### src/rtl/logic_gate_pkg.sv
// Shared definitions for the pipelined W-bit logic gate: operation encoding
// and the width of the operation select.
package logic_gate_pkg;

    localparam int OP_W = 3;

    typedef enum logic [OP_W-1:0] {
        OP_AND  = 3'b000,
        OP_OR   = 3'b001,
        OP_XOR  = 3'b010,
        OP_NAND = 3'b011,
        OP_NOR  = 3'b100,
        OP_XNOR = 3'b101,
        OP_NOT  = 3'b110,
        OP_PASS = 3'b111
    } op_e;

endpackage

### src/rtl/logic_gate_alu.sv
// Purely combinational W-bit bitwise operation selected by op.
// NOT and PASS act on operand a only; b is ignored for those two.
module logic_gate_alu
    import logic_gate_pkg::*;
#(
    parameter int W = 4
) (
    input  logic [W-1:0] a,
    input  logic [W-1:0] b,
    input  op_e          op,
    output logic [W-1:0] y
);

    always_comb begin
        // NOTE: y gets a default before the case so every path assigns it and no latch is inferred.
        y = '0;
        case (op)
            OP_AND:  y = a & b;
            OP_OR:   y = a | b;
            OP_XOR:  y = a ^ b;
            OP_NAND: y = ~(a & b);
            OP_NOR:  y = ~(a | b);
            OP_XNOR: y = ~(a ^ b);
            OP_NOT:  y = ~a;
            OP_PASS: y = a;
            default: y = '0;
        endcase
    end

endmodule

### src/rtl/logic_gate_pipe.sv
// Two-stage valid/ready pipeline around logic_gate_alu: stage 1 captures the
// operands, stage 2 registers the result and its reductions; counts handshakes.
module logic_gate_pipe
    import logic_gate_pkg::*;
#(
    parameter int W     = 4,
    parameter int CNT_W = 8
) (
    input  logic             clk,
    input  logic             rst,
    input  logic             in_valid,
    output logic             in_ready,
    input  logic [W-1:0]     a,
    input  logic [W-1:0]     b,
    input  logic [OP_W-1:0]  op,
    output logic             out_valid,
    input  logic             out_ready,
    output logic [W-1:0]     y,
    output logic             y_all,
    output logic             y_none,
    output logic [CNT_W-1:0] out_count
);

    logic         s1_valid;
    logic [W-1:0] s1_a;
    logic [W-1:0] s1_b;
    op_e          s1_op;
    logic         s1_adv;
    logic         s2_adv;
    logic         accept;
    logic [W-1:0] alu_y;

    // A stage may move when the one ahead of it is empty or draining this cycle.
    assign s2_adv   = !out_valid || out_ready;
    assign s1_adv   = !s1_valid || s2_adv;
    assign in_ready = s1_adv;
    assign accept   = in_valid && s1_adv;

    always_ff @(posedge clk) begin
        if (rst) begin
            // NOTE: the operand/result registers are reset as well as the valids, so they never hold X while idle.
            s1_valid <= 1'b0;
            s1_a     <= '0;
            s1_b     <= '0;
            s1_op    <= OP_AND;
        end else begin
            // NOTE: non-blocking assignments keep every stage reading last cycle's values.
            if (s1_adv) begin
                s1_valid <= in_valid;
            end
            if (accept) begin
                s1_a  <= a;
                s1_b  <= b;
                s1_op <= op_e'(op);
            end
        end
    end

    logic_gate_alu #(
        .W (W)
    ) u_alu (
        .a  (s1_a),
        .b  (s1_b),
        .op (s1_op),
        .y  (alu_y)
    );

    always_ff @(posedge clk) begin
        if (rst) begin
            out_valid <= 1'b0;
            y         <= '0;
            y_all     <= 1'b0;
            y_none    <= 1'b0;
        end else if (s2_adv) begin
            out_valid <= s1_valid;
            if (s1_valid) begin
                y      <= alu_y;
                y_all  <= &alu_y;
                y_none <= ~|alu_y;
            end
        end
    end

    // Reset has priority, so a handshake in the reset cycle is not counted.
    always_ff @(posedge clk) begin
        if (rst) begin
            out_count <= '0;
        end else if (out_valid && out_ready) begin
            out_count <= out_count + CNT_W'(1);
        end
    end

endmodule

### config.mk
export PLATFORM = sky130hd
export DESIGN_NAME = logic_gate_pipe
export DESIGN_NICKNAME = d
export VERILOG_FILES = /design/src/rtl/logic_gate_pkg.sv /design/src/rtl/logic_gate_alu.sv /design/src/rtl/logic_gate_pipe.sv
export SDC_FILE = /design/constraint.sdc
export NUM_CORES = 1
export LEC_CHECK = 0
export CORE_MARGIN = 5
export CORE_UTILIZATION = 54
export CTS_CLUSTER_DIAMETER = 30
export DETAILED_ROUTE_END_ITERATION = 6
export PLACE_DENSITY = 0.84
export SLEW_MARGIN = 20
export SYNTH_ARGS = -nofsm -noshare
export SYNTH_HDL_FRONTEND = slang
export SYNTH_HIERARCHICAL = 1
export SYNTH_SLANG_ARGS = --single-unit
### constraint.sdc
create_clock -name clk -period 3.95 [get_ports clk]
set_input_delay 0.395 -clock clk [delete_from_list [all_inputs] [get_ports clk]]
set_output_delay 0.395 -clock clk [all_outputs]
set_load 0.01 [all_outputs]
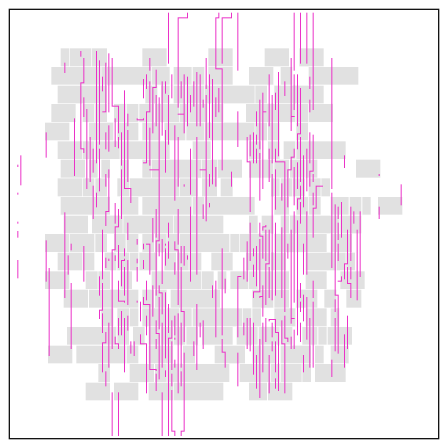
Figure 1: run 1, the metal 2 layer.
main direction: vertical
share of all routed wire: 50%
nets with wire on the layer: 197
longest straight run: 21.9 um
vias: 1379
met2 global-route usage: 0.308

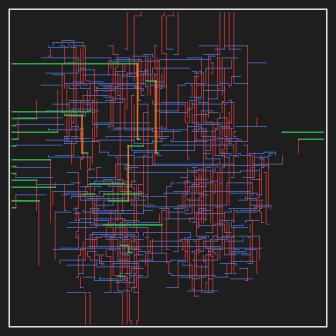
Figure 2: run 1, metal layers overlaid.
legend:
  met2:
    color: red
    wire_length: 1650 um
  met1:
    color: blue
    wire_length: 1470 um
  met4:
    color: orange
    wire_length: 47.6 um
  met3:
    color: green
    wire_length: 145 um

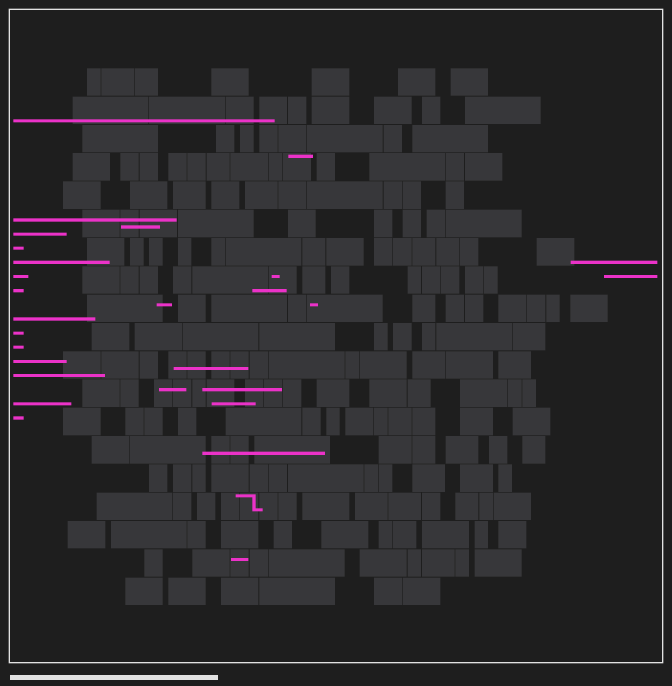
Figure 3: run 1, met3 routing.
Scale bar: 20 um.
share of all routed wire: 4.4%
main direction: horizontal
nets with wire on the layer: 24
wire length on this layer: 145 um

==> flow_summary.ini, run 1 <==
; physical design summary
[drt]
drt-vias-per-instance = 5.75
dr_wl_met3_um = 144
wire_per_inst_um = 13.8

[final_timing]
totalNegativeSetupSlack_ns = 0
period_needed_ns = 2.59
finalSetupViolCount = 0

[clock_tree]
clock-root-buffer = clkbuf_4
ctsResizeCount = 0

[critical_path]
crit_start = out_ready
crit_top_cell = clkdlybuf4s50_1
critPathLaunchType = input port
critPathBufInv = 3
critPathTopFamily = buffers and inverters

[placement]
placed_cell_area_um2 = 1780
place_congestion = 0.818
io_buffers = 30

[flow_run]
warnings = 30

[finish]
area_growth_pct = 20.6
clock_buffers = 3
comb_cells = 132
comb_share = 0.464
final_common_cell = clkdlybuf4s50_1
nNonClkInverters = 16

[global_routing]
overflow = 0
grt_max_degree = 28
grt_util_met1 = 0.210
grt_pass1_wl_mm = 5.87
grt.busiest_layer = met2

[power_and_ir_drop]
comb_power_share = 0.177
power.density_nw_per_um2 = 284
p_sw_mw = 0.144

[run_status]
status = finished, final reports clean

[synth]
edf_count = 0
mux_share = 0.0267
syn_area_per_cell_um2 = 8.15

[floorplan]
dieWidth_um = 62.7
Figure 4. Clock wires, drivers and flops (run 1).
Scale bar: 20 um.
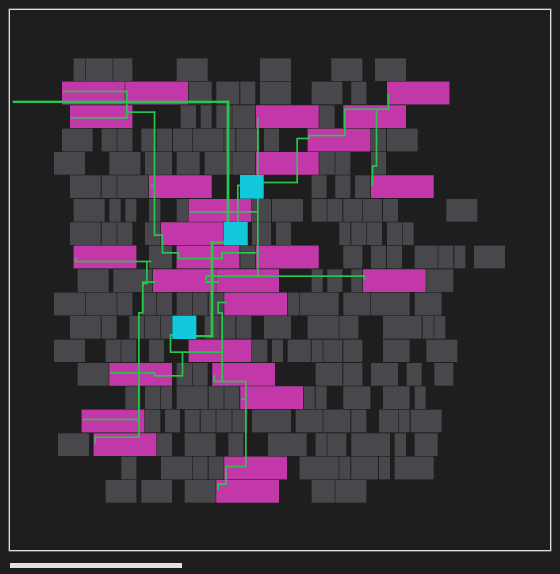

==> run 2: changes to the inputs <==
- CORE_UTILIZATION: 54 -> 45
- PLACE_DENSITY: 0.84 -> 0.74
- clock period: 3.95 -> 2.2 ns (I/O delays scaled with it)
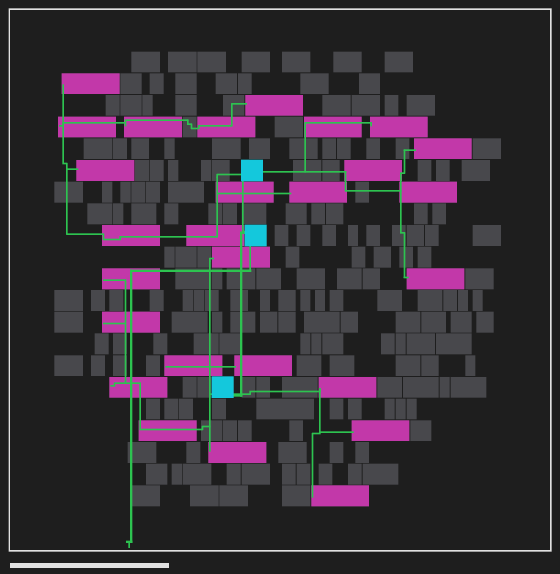
Figure 5: run 2, clock wires, drivers and flops.
Scale bar: 20 um.
legend:
  flip-flops:
    color: magenta
    count: 27
  cells driving clock nets:
    color: cyan
    count: 3
  clock wires:
    color: green
    length: 337 um
routed clock nets: 4

==> flow_summary.ini, run 2 <==
; physical design summary
[global_routing]
grt_pass1_wl_mm = 5.34
overflow = 0
grt_max_degree = 28
grt.busiest_layer = met2
grtUsageMet2 = 0.247

[finish]
area_growth_pct = 25.7
clock_buffers = 3
comb_cells = 132
comb_share = 0.445

[synth]
syn_area_per_cell_um2 = 8.15
mux_share = 0.0267

[final_timing]
period_needed_ns = 1.94
finalSetupViolCount = 0
totalNegativeSetupSlack_ns = 0

[placement]
io_buffers = 30
place_congestion = 0.777

[clock_tree]
clock-root-buffer = clkbuf_4

[flow_run]
warnings = 30

[power_and_ir_drop]
comb_power_share = 0.190

[run_status]
status = finished, final reports clean

[drt]
drt-vias-per-instance = 5.20
wire_per_inst_um = 12.3

[critical_path]
crit_top_cell = inv_1
crit_start = s1_a[3]
